Design alu_param, sky130hd; sources not shown.
floorplan.png
Scale: 3 px per um. Pins as bars on the die edge. Tap cells in grey.
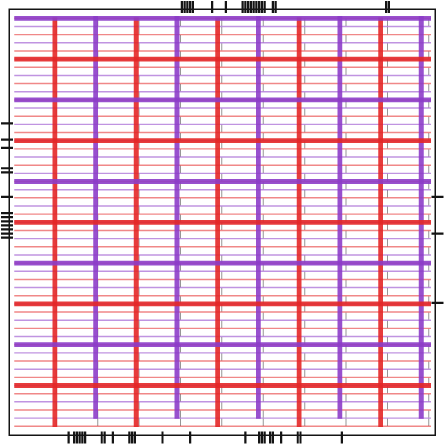
legend:
  VSS:
    colour: red
  VDD:
    colour: purple
tap cells: 260
met5 straps: 10
met4 straps: 10
DIE WIDTH: 141 um
Die Y: 141 um
core box area: 18900 sq um

class_map.png
Scale: 3 px per um. Fill, decap, tap and diode cells in grey.
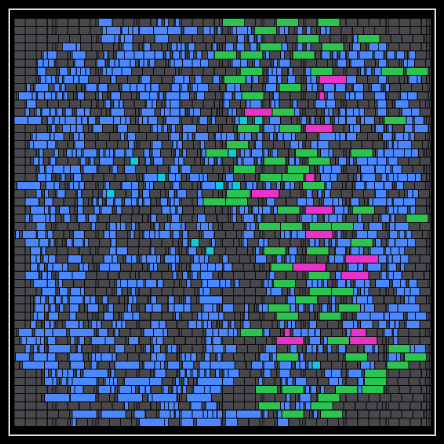
legend:
  clock drivers and dummy loads:
    colour: magenta
    cells: 15
  remaining logic cells:
    colour: blue
    cells: 1046
  remaining buffers and delay cells:
    colour: cyan
    cells: 11
  registers:
    colour: green
    cells: 74
cell area after layout: 9150 sq um
flop share of the area: 0.162
FP Rows: 50
final core utilization: 0.484

clock_wires.png
Scale: 3 px per um.
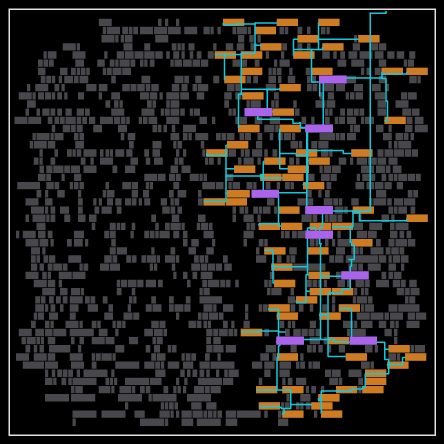
legend:
  clock-net drivers:
    colour: purple
    count: 9
  flip-flops:
    colour: orange
    count: 74
  clock wires:
    colour: cyan
    length: 995 um
routed clock nets: 10
Clk. pwr: 0.600 mW
clock power share: 0.335

==> reports/metrics.cfg <==
[run_status]
status=completed

[setup_path]
crit_type=reg -> reg
end_kind=register
cp.required_ns=5.93
rrSetupSlack_ns=1.65
reg2regPathDepth=12
start_kind=register
cp_max_fo=17

[final_layout]
layout-drive-gt1-share=0.0646
final_cells=1406
lay_top_cells=155 x nor2_1, 131 x a21oi_1, 108 x nand2_1
area.sequential_sq_um=1480
area.growth.synth_to_final_pct=4.49
final_nets=1250
final_common_cell=nor2_1

[placement]
gp_congestion=0.991
dp.cells=1391
port_buffers=0
hpwl_um=24900

[clock_network]
clk_pin_slew_ns=0.06
cts.hold.buffers_added=0
htreeDepth=3
cts_sinks=74
clockBufferDepth=2
cts_resized=0
cts_setup_buffers=0
insertion_delay_ns=0.34
root_buffer=clkbuf_16
cts_tree=done
cts_inserted_buffers=9

[global_routing]
antenna_found_initial=0
grt_pass1_vias=8633
grt_pass1_wl_um=50800
grt_max_degree=68
grt_overflow=0
grtUsageTotal=0.330

[drt]
viasPerCell=6.54
drt-initial-drc-count=837
drc=0
ant_nets=0
num_vias=9200
wl_um=32900
wl_per_cell_um=23.4
first_pass_iters=7

[yosys]
topCellsByArea=dfxtp_1 17%, ha_1 9.4%, a21oi_1 7.5%
ff_type=dfxtp_1
synth_seq_share=0.169
yosys_area_sq_um=8760
ys_cells=1212
ys.flops=74
yosysWarnings=0
async_flop_share=0
synthCells=1212
yosysTopAreaCell=dfxtp_1
syn_area_per_cell_sq_um=7.22

[sta]
finalSetupViolations=0
slew_violations=0
period_minus_slack_ns=4.15
finalSetupTns_ns=0
rsz0062_at_grt=no
fmax_mhz=241

[hold_path]
hold_path_class=reg -> reg
holdPathStages=1

[run]
maxCapViolations=0
warnings=56

[floorplanning]
die_area_sq_um=20000
initial_core_util=0.463

[pwr]
powerDensity_nw_per_um2=196

==> where the power goes <==
group | leakage [nW] | switching [mW] | total [mW] | internal (mW)
clock | 0.158 | 0.215 | 0.600 | 0.385
sequential | 0.606 | 0.0327 | 0.568 | 0.536
combinational | 2.76 | 0.372 | 0.621 | 0.249
==> worst max-delay path: stages, from the launching register on <==
cell      delay (ns)
dfxtp_1         0.37
ha_1            0.55
mux2i_1         0.24
fa_1            0.46
a211oi_1        0.36
o21ai_0         0.31
and2_1          0.29
a311oi_1        0.31
xnor2_1         0.16
mux2i_1         0.17
or4b_1          0.51
mux2i_1         0.15
a21oi_1         0.08
==> metrics by stage <==
stage	hold WS, ns	util	instance area, sq um	worst slack (ns)	total power [mW]
after global placement	0.335	0.467	8830	1.53	1.19
after CTS	0.350	0.484	9150	1.69	1.78
after floorplan	0.318	-	8390	1.94	1.03
final	0.347	0.484	9150	1.65	1.79
after detailed placement	0.342	0.467	8830	1.55	1.19
after global routing	0.404	0.484	9150	1.37	1.88
==> per-layer routing <==
metal,GRT usage,part of all wire
met1,0.421,0.43
met2,0.545,0.47
met3,0.0476,0.060
met5,0,0
met4,0.168,0.048
==> synthesized netlist by cell type (24+ instances only) <==
| library cell | instances |
|---|---|
| xnor2_1 | 24 |
| clkbuf_1 | 75 |
| a211oi_1 | 40 |
| dfxtp_1 | 74 |
| mux2i_1 | 48 |
| inv_1 | 49 |
| a21oi_1 | 131 |
| ha_1 | 66 |
| nor3_1 | 33 |
| o21ai_0 | 70 |
| nor2_1 | 155 |
| nand2_1 | 108 |
==> cell families after synthesis <==
family,Yosys count,synth area share
compound gates,421,0.315
fa+ha+maj,69,0.101
mux,73,0.109
xor+xnor,31,0.0310
buf+inv,147,0.0652
flops,74,0.169
simple gates,397,0.210
==> layout make-up <==
cell class	instances	area share
clock buffers	10	0.0261
clock inverters	5	0.00862
inverters	55	0.0226
multi-input cells	991	0.736
flip-flops and latches	74	0.162
well taps	260	0.0356
repair buffers	11	0.00903
Power is estimated from default activity; no workload was simulated.
